===== config.mk =====
export PLATFORM = sky130hd
export DESIGN_NAME = fetch_unit
export DESIGN_NICKNAME = d
export VERILOG_FILES = /design/src/rtl/fetch_unit.sv
export SDC_FILE = /design/constraint.sdc
export NUM_CORES = 1
export LEC_CHECK = 0
export ABC_CLOCK_PERIOD_IN_PS = 2400
export CAP_MARGIN = 20
export CORE_ASPECT_RATIO = 0.5
export CORE_MARGIN = 3
export CORE_UTILIZATION = 50
export DETAILED_ROUTE_END_ITERATION = 16
export GPL_ROUTABILITY_DRIVEN = 1
export HOLD_SLACK_MARGIN = 0.08
export PLACE_DENSITY = 0.89
export SLEW_MARGIN = 15
export SYNTH_ARGS = -nofsm -noshare
export SYNTH_HDL_FRONTEND = slang
export SYNTH_SLANG_ARGS = --single-unit

===== constraint.sdc =====
create_clock -name clk -period 2.4 [get_ports clk]
set_clock_uncertainty 0.05 [all_clocks]
set_input_delay 0.6 -clock clk [delete_from_list [all_inputs] [get_ports clk]]
set_output_delay 0.6 -clock clk [all_outputs]
set_load 0.03 [all_outputs]

===== src/rtl/fetch_unit.sv =====
// fetch_unit: program counter sequencer with relative/absolute branches, call/return stack and halt
module fetch_unit #(
  parameter int PC_W      = 10,
  parameter int OFF_W     = 6,
  parameter int RAS_DEPTH = 4
) (
  input  logic             clk,
  input  logic             reset,
  input  logic             start,
  input  logic             stall,
  input  logic             branch_rel_z,
  input  logic             branch_rel_nz,
  input  logic             branch_abs,
  input  logic             is_call,
  input  logic             is_ret,
  input  logic             halt,
  input  logic             zero_flag,
  input  logic [OFF_W-1:0] rel_offset,
  input  logic [PC_W-1:0]  abs_target,
  output logic [PC_W-1:0]  pc,
  output logic             instr_valid,
  output logic             done,
  output logic             ras_overflow,
  output logic             ras_underflow
);
  localparam int AW = $clog2(RAS_DEPTH);
  localparam logic [AW:0] ONE = (AW+1)'(1);
  localparam logic [AW:0] FULL = (AW+1)'(RAS_DEPTH);
  typedef enum logic [1:0] {IDLE, RUN, HALTED} state_t;
  state_t state, state_nxt;
  logic [PC_W-1:0] pc_nxt, pc_inc, rel_tgt, ras_top;
  logic [PC_W-1:0] ras [RAS_DEPTH];
  logic [AW:0] cnt;
  logic push, pop, ovf_set, unf_set, clr, full, empty, rel_take;
  assign pc_inc = pc + PC_W'(1);
  assign rel_tgt = pc + PC_W'($signed(rel_offset));
  assign full = cnt == FULL;
  assign empty = cnt == '0;
  assign ras_top = ras[AW'(cnt - ONE)];
  assign rel_take = (branch_rel_z && zero_flag) || (branch_rel_nz && !zero_flag);
  assign instr_valid = state == RUN && !stall;
  assign done = state == HALTED;
  always_comb begin
    state_nxt = state;
    pc_nxt = pc;
    push = 1'b0;
    pop = 1'b0;
    ovf_set = 1'b0;
    unf_set = 1'b0;
    clr = 1'b0;
    if (state != RUN) begin
      if (start) begin
        state_nxt = RUN;
        pc_nxt = '0;
        clr = 1'b1;
      end
    end else if (!stall) begin
      if (halt)
        state_nxt = HALTED;
      else if (branch_abs && is_ret) begin
        pc_nxt = empty ? pc_inc : ras_top;
        unf_set = empty;
        pop = !empty;
      end else if (branch_abs) begin
        pc_nxt = abs_target;
        push = is_call && !full;
        ovf_set = is_call && full;
      end else
        pc_nxt = rel_take ? rel_tgt : pc_inc;
    end
  end
  always_ff @(posedge clk) begin
    if (reset) begin
      state <= IDLE;
      pc <= '0;
      cnt <= '0;
      ras_overflow <= 1'b0;
      ras_underflow <= 1'b0;
    end else begin
      state <= state_nxt;
      pc <= pc_nxt;
      cnt <= clr ? '0 : push ? cnt + ONE : pop ? cnt - ONE : cnt;
      ras_overflow <= !clr && (ras_overflow || ovf_set);
      ras_underflow <= !clr && (ras_underflow || unf_set);
      if (push) ras[AW'(cnt)] <= pc_inc;
    end
  end
endmodule

Figure 1. The clock network (run 1).
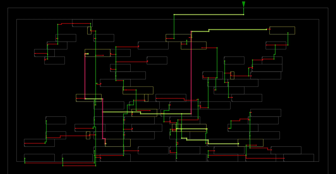
FF+latch count: 57
Clock group: 1.22 mW
Sink Count: 57
Num CTS Buffers: 9
# clk buffers: 11

Figure 2. Clock distribution (run 1).
Scale bar: 20 um.
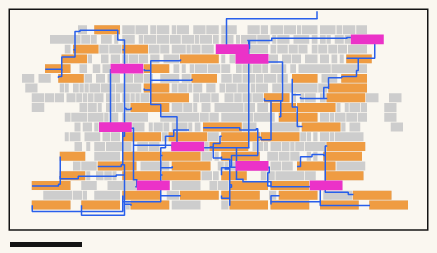
[magenta] clock-net drivers | count: 9
[orange] flip-flops | count: 57
[blue] clock wires | length: 781 um
routed clock nets	10
flops lie	spread over the die
Clk pwr share: 0.475
Late-Pin Clk Latency: 0.33 ns

==> results.cfg, run 1 <==
; flow metrics
[outcome]
status = finished, final reports clean

[clocking]
cts.hold.buffers_added = 0
clk_path_buf_depth = 2
postCtsSetupRepairBufs = 1
clkTransAtPathRegs_ns = 0.05
cts_root_buf = clkbuf_16
cts_tree = done

[worst_setup_path]
path_cells = clkdlybuf4s50_1, ha_2, buf_4, nand3_1, and2_4, a21oi_1, o211a_1, o41ai_2, a22o_1
critPathBufInv = 2
crit_path_end = pc[9]
r2r-start = pc[2]
worstSetupEndpointType = register
reg2reg_depth = 7
reg2reg_slack_ns = 0.04
slowest_delay_ns = 0.46
cp_top_family = AND-OR/OR-AND gates
critPathKind = in2reg
crit_arrival_ns = 2.61
critPathLaunchType = primary input
r2r_end = pc[9]
crit_path_top_delay_cell = clkdlybuf4s50_1

[sta]
worst_slew_pin_slew_ns = 0.653
worst_slack_ns = 0.0140
setup_viol = 0
finalMaxSlewViolations = 0
tns_ns = 0

[grt]
antenna_found_initial = 1
top_usage_layer = met2
grt_util_met1 = 0.352
grt.met2_usage = 0.470
grt_pass1_vias = 2759
grt_first_pass_wirelength_mm = 14.9

[finish]
drive_above_1_share = 0.256
nFillCells = 293
fin_nets = 389
logic_gates = 180
areaGrowthSynthToFinish_pct = 40.5
largest_class = flip-flops and latches
comb_area_um2 = 1520
ff_latch_area_um2 = 1540
final_util = 0.755
instances_no_fill = 425
layout_top_cell = buf_4
comb_area_frac = 0.354
antenna_cells = 1
clock_cell_area_share = 0.0650
seq-cell-share = 0.359

[routing]
drc = 0
dr.pass1.iters = 7
vias = 2830
wl_met3_mm = 1.17
ant_nets = 0
met2_wirelength_mm = 4.93
drt-met1-wl_mm = 3.94

[synthesis]
syn_area_um2 = 3050
ys_types = 54
yosys_area_um2 = 3050
syn_avg_cell_area_um2 = 12.0
top_cells_by_count = edfxtp_1, nor2_1, a21oi_1, dfxtp_1, ha_1
synth-edff-count = 40
yosys-stat-cells = 255
flop_cell = edfxtp_1
synth.top_cells.by_area = edfxtp_1, dfxtp_1, mux4_2
synthArstFlopShare = 0
yosys.area.top_type_share = 0.393
yosys_warnings = 0
yosysTopAreaCell = edfxtp_1

[power_and_ir_drop]
power_mw = 2.58
leakage_nw = 1.60
p_per_area_nw_per_um2 = 602
ir_worst_vdd_mv = 0.342

[job]
warning_count = 30

[worst_hold_path]
hold_end = ras_overflow

[floorplanning]
tapCellCount = 73
die_y_um = 61.3
io_pins = 41

[placement]
dpl_cell_area_um2 = 3910
Figure 3. Layout detail (run 1).
Window x 72 to 102, y 0 to 30 um. Cells in grey, sequential cells in the stronger grey; small squares are vias.
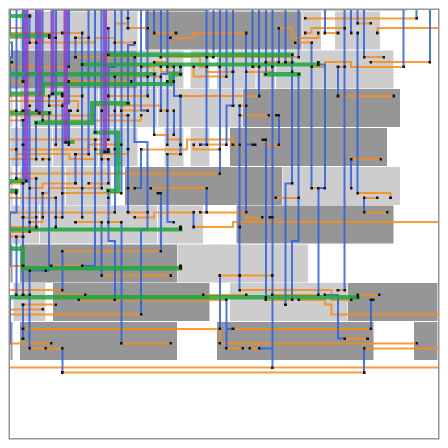
colour	layer
purple	M4
green	M3
blue	M2
orange	M1
netlist names of flops here include	ras (11)
sequential cells in the window	11
cells with their middle in the window	39
most frequent	edfxtp_1 (11), mux4_2 (5), nor2_1 (4)

Figure 4. Where the registers sit (run 1).
Scale bar: 20 um. Other sequential cells in the stronger grey, the rest of the logic in the fainter grey.
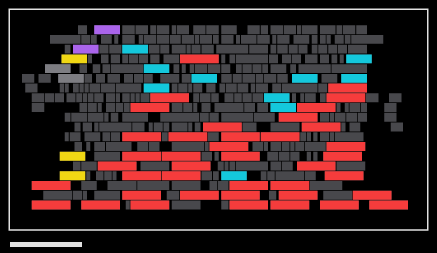
colour	name in the netlist	placed flops
yellow	cnt	3
cyan	pc	10
purple	state	2
red	ras	40
not coloured	2

[run 1: cell families (layout without fill, tap and decap cells)]
family	count (synthesis)	in the layout	share of synthesized area
xor gates and xnor gates	14	14	0.0402
and+or+nand+nor	76	76	0.133
buffers and inverters	18	114	0.0254
adders and majority gates	16	16	0.0680
AOI/OAI and AO/OA	61	61	0.144
DFF	57	57	0.505
other	0	1	0
muxes	13	13	0.0844
[run 1: power by group]
| part | total, mW | switching, mW | internal [mW] |
|---|---|---|---|
| clock | 1.22 | 0.435 | 0.790 |
| sequential | 1.06 | 0.0103 | 1.05 |
| combinational | 0.293 | 0.152 | 0.141 |
| total | 2.58 | 0.597 | 1.98 |
Figure 5. Drive-strength map (run 1).
Scale bar: 20 um.
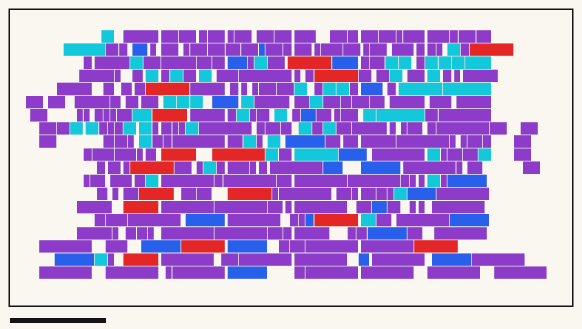

==> run 2: changes to the inputs <==
Settings changed: MAX_ROUTING_LAYER set to met4, PLACE_DENSITY 0.89 to 0.75.
Figure 6. Drive-strength map (run 2).
Scale bar: 20 um.
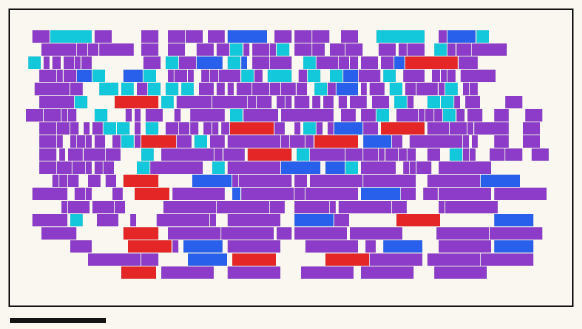
colour	size	cells	share
blue	x2	23	6.6%
purple	x1 and smaller	264	76%
red	x6 and larger	15	4.3%
cyan	x3 and x4	47	13%

Figure 7. Clock distribution (run 2).
Scale bar: 20 um.
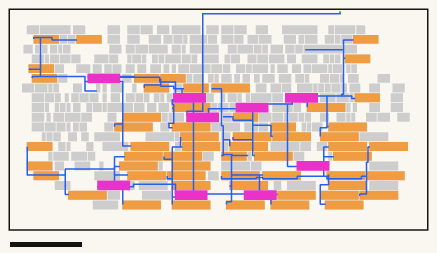
[blue] clock wires | length: 707 um
[magenta] clock-net drivers | count: 9
[orange] flip-flops | count: 57
routed clock nets	10
Clk pwr share: 0.476
Clock group: 1.21 mW
Late-Pin Clk Latency: 0.32 ns

==> run 2 against run 1 <==
Cell count shrank 0.71%. Hold slack lost 0.0064 ns. Routed wire length shrank 24%. Register-to-register slack gained 0.15 ns. Global-route usage shrank 3.3 points. Sequential share of layout area grew 0.46 points. Die size is the same. Clock power is essentially flat. Synthesized cell count is the same. Area after synthesis is the same.
==> results.cfg, run 2 <==
; flow metrics
[grt]
grt_util_met1 = 0.318
antenna_found_initial = 0
grt.met2_usage = 0.391
grt_first_pass_wirelength_mm = 12.6

[sta]
finalMaxSlewViolations = 0
worst_slew_pin_slew_ns = 0.570
setup_viol = 0

[job]
warning_count = 30

[finish]
drive_above_1_share = 0.244
ff_count = 57
fin_nets = 387
largest_class = flip-flops and latches
antenna_cells = 0
ff_latch_area_um2 = 1540
comb_area_um2 = 1480
layout_top_cell = buf_4
instances_no_fill = 422
seq-cell-share = 0.364
logic_gates = 180

[clocking]
cts_tree = done
clk_path_buf_depth = 2
clkTransAtPathRegs_ns = 0.05
cts-buffers-inserted = 9

[power_and_ir_drop]
p_switching_mw = 0.557
leakage_nw = 1.56
power_mw = 2.53
combPwrFrac = 0.105
ir_worst_vdd_mv = 0.370
seqPwrFrac = 0.419
seq_cell_power_mw = 1.06
netSwitchingFraction = 0.220

[synthesis]
yosysTopAreaCell = edfxtp_1
ys_types = 54
yosys_warnings = 0
synthArstFlopShare = 0
syn_avg_cell_area_um2 = 12.0
yosys_area_um2 = 3050
yosys.area.top_type_share = 0.393
adder_share = 0.0680
logic_family = AND-OR/OR-AND gates
synth.area.mux_share = 0.0844
yosys-stat-cells = 255

[outcome]
status = finished, final reports clean

[worst_setup_path]
reg2reg_depth = 7
critPathLaunchType = primary input
cp_top_family = buffers and inverters
reg2reg_slack_ns = 0.19
crit_path_top_delay_cell = clkdlybuf4s50_1
critPathKind = in2reg

[floorplanning]
io_pins = 41

[routing]
vias = 2537
ant_nets = 0
wl_met3_um = 778
drc = 0

[worst_hold_path]
hold_end = ras_underflow
Figure 8. The clock network (run 2).
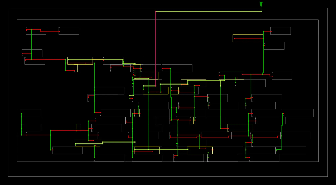
# clk buffers: 9

==> run 2: cell counts after synthesis <==
No cell type changed its count.
==> run 2: per-stage QoR <==
stage           util  worst slack [ns]  area (um^2)  TNS (ns)  hold slack [ns]
2_1_floorplan      -            0.0495         3050         0            0.454
3_3_place_gp   0.688            -0.402         3910     -3.05            0.407
3_5_place_dp   0.688            -0.456         3910     -4.37            0.421
4_1_cts        0.741           0.00408         4210         0            0.448
5_1_grt        0.746           -0.0275         4240   -0.0275            0.480
6_report       0.746            0.0448         4240         0            0.441
==> run 2: what timing repair did <==
action | in CTS | in global routing
pin swaps | 5 | 3
setup endpoints to repair | 4 | 2
setup buffers | 0 | 0
gates resized | 8 | 4
gates cloned | 0 | 0
hold endpoints to repair | 0 | 0
Power figures rest on the tool's default switching activity, not on a simulated workload.
